**src/rtl/dispatch_ctrl_pkg.sv**
```systemverilog
// Shared decode/dispatch definitions: reservation-station ids and the
// dispatch controller state encoding.
package dispatch_ctrl_pkg;

   localparam logic RS_0 = 1'b0;
   localparam logic RS_1 = 1'b1;

   typedef enum logic {
      DISP_RUN  = 1'b0,
      DISP_TRAP = 1'b1
   } disp_state_t;

endpackage

```
**src/rtl/dispatch_ctrl_credit_counter.sv**
```systemverilog
// Free-entry credit counter for one reservation station; saturates at DEPTH
// and flags a sticky overflow when a return arrives while already full.
module credit_counter #(
   parameter  int DEPTH = 4,
   localparam int CW    = $clog2(DEPTH + 1)
) (
   input  logic          clk,
   input  logic          rst_n,
   input  logic          reload,
   input  logic          dec,
   input  logic          inc,
   output logic [CW-1:0] count,
   output logic          overflow
);

   localparam logic [CW-1:0] FULL = CW'(DEPTH);

   // reload also masks inc, so a return in a flush cycle cannot raise overflow
   always_ff @(posedge clk or negedge rst_n) begin
      if (!rst_n) begin
         count    <= FULL;
         overflow <= 1'b0;
      end else if (reload) begin
         count <= FULL;
      end else if (inc && !dec) begin
         if (count == FULL) overflow <= 1'b1;
         else               count    <= count + 1'b1;
      end else if (dec && !inc) begin
         count <= count - 1'b1;
      end
   end

endmodule

```
**src/rtl/dispatch_ctrl.sv**
```systemverilog
// Steers decoded ops to RS_0/RS_1 under credit flow control and diverts
// illegal ops into a trap handshake.
//
//   state     | meaning
//   DISP_RUN  | accepting ops, dispatching legal ones to their station
//   DISP_TRAP | illegal op captured, trap_req held until trap_ack
module dispatch_ctrl
   import dispatch_ctrl_pkg::*;
#(
   parameter int PAYLOAD_W = 64,
   parameter int RS0_DEPTH = 4,
   parameter int RS1_DEPTH = 4
) (
   input  logic                           clk,
   input  logic                           rst_n,
   input  logic                           flush,
   input  logic                           dec_valid,
   output logic                           dec_ready,
   input  logic                           dec_rs_id,
   input  logic                           dec_illegal,
   input  logic [PAYLOAD_W-1:0]           dec_payload,
   output logic                           rs0_disp_valid,
   output logic                           rs1_disp_valid,
   output logic [PAYLOAD_W-1:0]           disp_payload,
   input  logic                           rs0_credit_ret,
   input  logic                           rs1_credit_ret,
   output logic [$clog2(RS0_DEPTH+1)-1:0] rs0_credits,
   output logic [$clog2(RS1_DEPTH+1)-1:0] rs1_credits,
   output logic                           trap_req,
   input  logic                           trap_ack,
   output logic                           credit_err
);

   disp_state_t state, state_next;
   logic        credit_avail;
   logic        accept;
   logic        legal_accept;
   logic        disp0;
   logic        disp1;
   logic        ovf0;
   logic        ovf1;

   assign credit_avail = (dec_rs_id == RS_1) ? (rs1_credits != '0) : (rs0_credits != '0);
   assign dec_ready    = (state == DISP_RUN) && !flush && (dec_illegal || credit_avail);
   assign accept       = dec_valid && dec_ready;
   assign legal_accept = accept && !dec_illegal;
   assign disp0        = legal_accept && (dec_rs_id == RS_0);
   assign disp1        = legal_accept && (dec_rs_id == RS_1);

   assign trap_req   = (state == DISP_TRAP);
   assign credit_err = ovf0 || ovf1;

   always_ff @(posedge clk or negedge rst_n) begin
      if (!rst_n) state <= DISP_RUN;
      else        state <= state_next;
   end

   always_comb begin
      state_next = state;
      if (flush) begin
         state_next = DISP_RUN;
      end else begin
         unique case (state)
            DISP_RUN:  if (accept && dec_illegal) state_next = DISP_TRAP;
            DISP_TRAP: if (trap_ack)              state_next = DISP_RUN;
            default:                              state_next = DISP_RUN;
         endcase
      end
   end

   always_ff @(posedge clk or negedge rst_n) begin
      if (!rst_n) begin
         rs0_disp_valid <= 1'b0;
         rs1_disp_valid <= 1'b0;
         disp_payload   <= '0;
      end else if (flush) begin
         rs0_disp_valid <= 1'b0;
         rs1_disp_valid <= 1'b0;
      end else begin
         rs0_disp_valid <= disp0;
         rs1_disp_valid <= disp1;
         if (legal_accept) disp_payload <= dec_payload;
      end
   end

   credit_counter #(.DEPTH(RS0_DEPTH)) u_rs0_credits (
      .clk      (clk),
      .rst_n    (rst_n),
      .reload   (flush),
      .dec      (disp0),
      .inc      (rs0_credit_ret),
      .count    (rs0_credits),
      .overflow (ovf0)
   );

   credit_counter #(.DEPTH(RS1_DEPTH)) u_rs1_credits (
      .clk      (clk),
      .rst_n    (rst_n),
      .reload   (flush),
      .dec      (disp1),
      .inc      (rs1_credit_ret),
      .count    (rs1_credits),
      .overflow (ovf1)
   );

endmodule

```
**config.mk**
```make
export PLATFORM = sky130hd
export DESIGN_NAME = dispatch_ctrl
export DESIGN_NICKNAME = d
export VERILOG_FILES = /design/src/rtl/dispatch_ctrl_pkg.sv /design/src/rtl/dispatch_ctrl_credit_counter.sv /design/src/rtl/dispatch_ctrl.sv
export SDC_FILE = /design/constraint.sdc
export NUM_CORES = 1
export LEC_CHECK = 0
export ABC_AREA = 0
export CORE_AREA = 2 2 99 101
export DETAILED_ROUTE_END_ITERATION = 10
export DIE_AREA = 0 0 101 103
export PLACE_DENSITY = 0.76
export SLEW_MARGIN = 15
export SYNTH_ARGS = -nofsm -noshare
export SYNTH_HDL_FRONTEND = slang
export SYNTH_SLANG_ARGS = --single-unit
```
**constraint.sdc**
```tcl
create_clock -name clk -period 2.3 [get_ports clk]
set_input_delay 0.69 -clock clk [delete_from_list [all_inputs] [get_ports clk]]
set_output_delay 0.69 -clock clk [all_outputs]
set_load 0.1 [all_outputs]
```
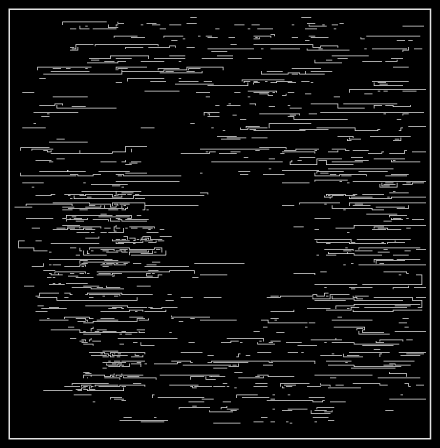
Fig. 1. Signal wires on met1.
longest straight run	24.8 µm
nets with wire on the layer	412
share of all routed wire	41%
wire length on this layer	3,540 µm
main direction	horizontal
via count: 2,562
final wirelength: 8.585 mm
GR Util met1: 20.25%

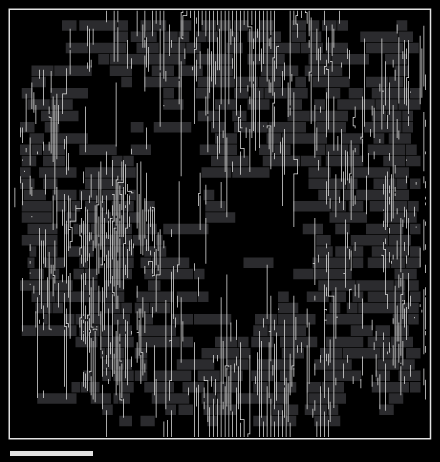
Fig. 2. Signal wires on met2.
Bar = 20 µm.
wire length on this layer	4,430 µm
longest straight run	38.7 µm
main direction	vertical
global-route met2 utilization: 28.87%

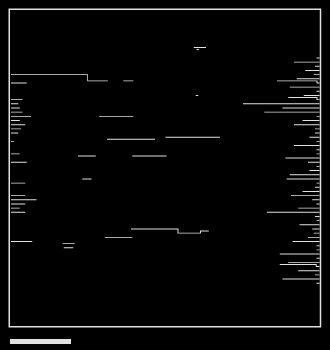
Fig. 3. Signal wires on met3.
Bar = 20 µm.
share of all routed wire	6.2%
longest straight run	24.8 µm
wire length on this layer	531 µm
nets with wire on the layer	84
main direction	horizontal
GR Util met3: 4.542%

==> reports/qor.yml <==
outcome:
  status: "finished, violations left"
  violations: "negative setup slack"
cells_and_area:
  flops: 75
  final_cell_count_no_fill: 527
  design_area_mm2: 0.005425
  clock_area_share_pct: 3.851
  n_all_buffers: 178
  multiInputCombCellCount: 138
  drive_above_1_share_pct: 51.33
yosys:
  xor_share_pct: 0.7327
  syn_nets: 307
  synth-adder-area-share_pct: 1.117
  yosysUniqueCellTypes: 49
  ys_ff: 75
  logic_family: "multiplexers"
  synthTopCellsByCount: "dfrtp_1 (73), mux2_4 (60), nor2_1 (11), buf_12 (7), inv_1 (6)"
  ys_warn_count: 0
  top_cell: "dfrtp_1"
  ys_sh_aoi_pct: 5.304
  top_cell_area_share_pct: 50.94
worst_setup_path:
  cp_slowest_cell: "dlygate4sd2_1"
  crit_start: "dec_rs_id"
  cp.required_ns: 1.61
  critPathLaunchType: "input pin"
  r2r-start: "trap_req$_DFF_PN0_"
  crit_path_end_kind: "output pin"
timing:
  fin_ws_ns: -0.1305
  setup_violations: 2
  finClkSkew_ns: 0.01418
  worst_pin_slew_ns: 0.3268
  whs_ns: 0.1481
global_routing:
  grt_usage_pct: 16.61
  grt_pass1_wl_mm: 13.37
  grt_max_degree: 45
drt:
  drcViolationCount: 0
placed_design:
  place_ws_ns: -0.6069
  gp_congestion: 0.7549
clock_tree:
  cts_max_level: 3
  postCtsSetupBuffers: 10
  cts.sinks: 75
  cts_hold_buffers: 0
min_path:
  hold_path_class: "input pin to asynchronous set/reset pin"
floorplanning:
  die_y_um: 103
cell families after synthesis:
family | Yosys count
buffers and inverters | 19
DFF | 75
muxes | 66
AOI/OAI and AO/OA | 26
xor gates and xnor gates | 3
and+or+nand+nor | 41
adders and majority gates | 2
power breakdown:
group | leakage (µW) | internal, µW | switching (µW)
Combinational | 0.00148 | 965 | 2630
Clock | 0.0000995 | 540 | 500
Sequential | 0.000885 | 1620 | 192
Total | 0.00247 | 3130 | 3320
sequential cells by signal, indices dropped and copies added, names as in the netlist:
signal,cells
rs1_disp_valid,1
u_rs1_credits.count,3
u_rs0_credits.count,3
u_rs0_credits.overflow,1
rs0_disp_valid,1
u_rs1_credits.overflow,1
disp_payload,64
trap_req,1
No activity file was given, so power comes from the tool's default toggle rates.
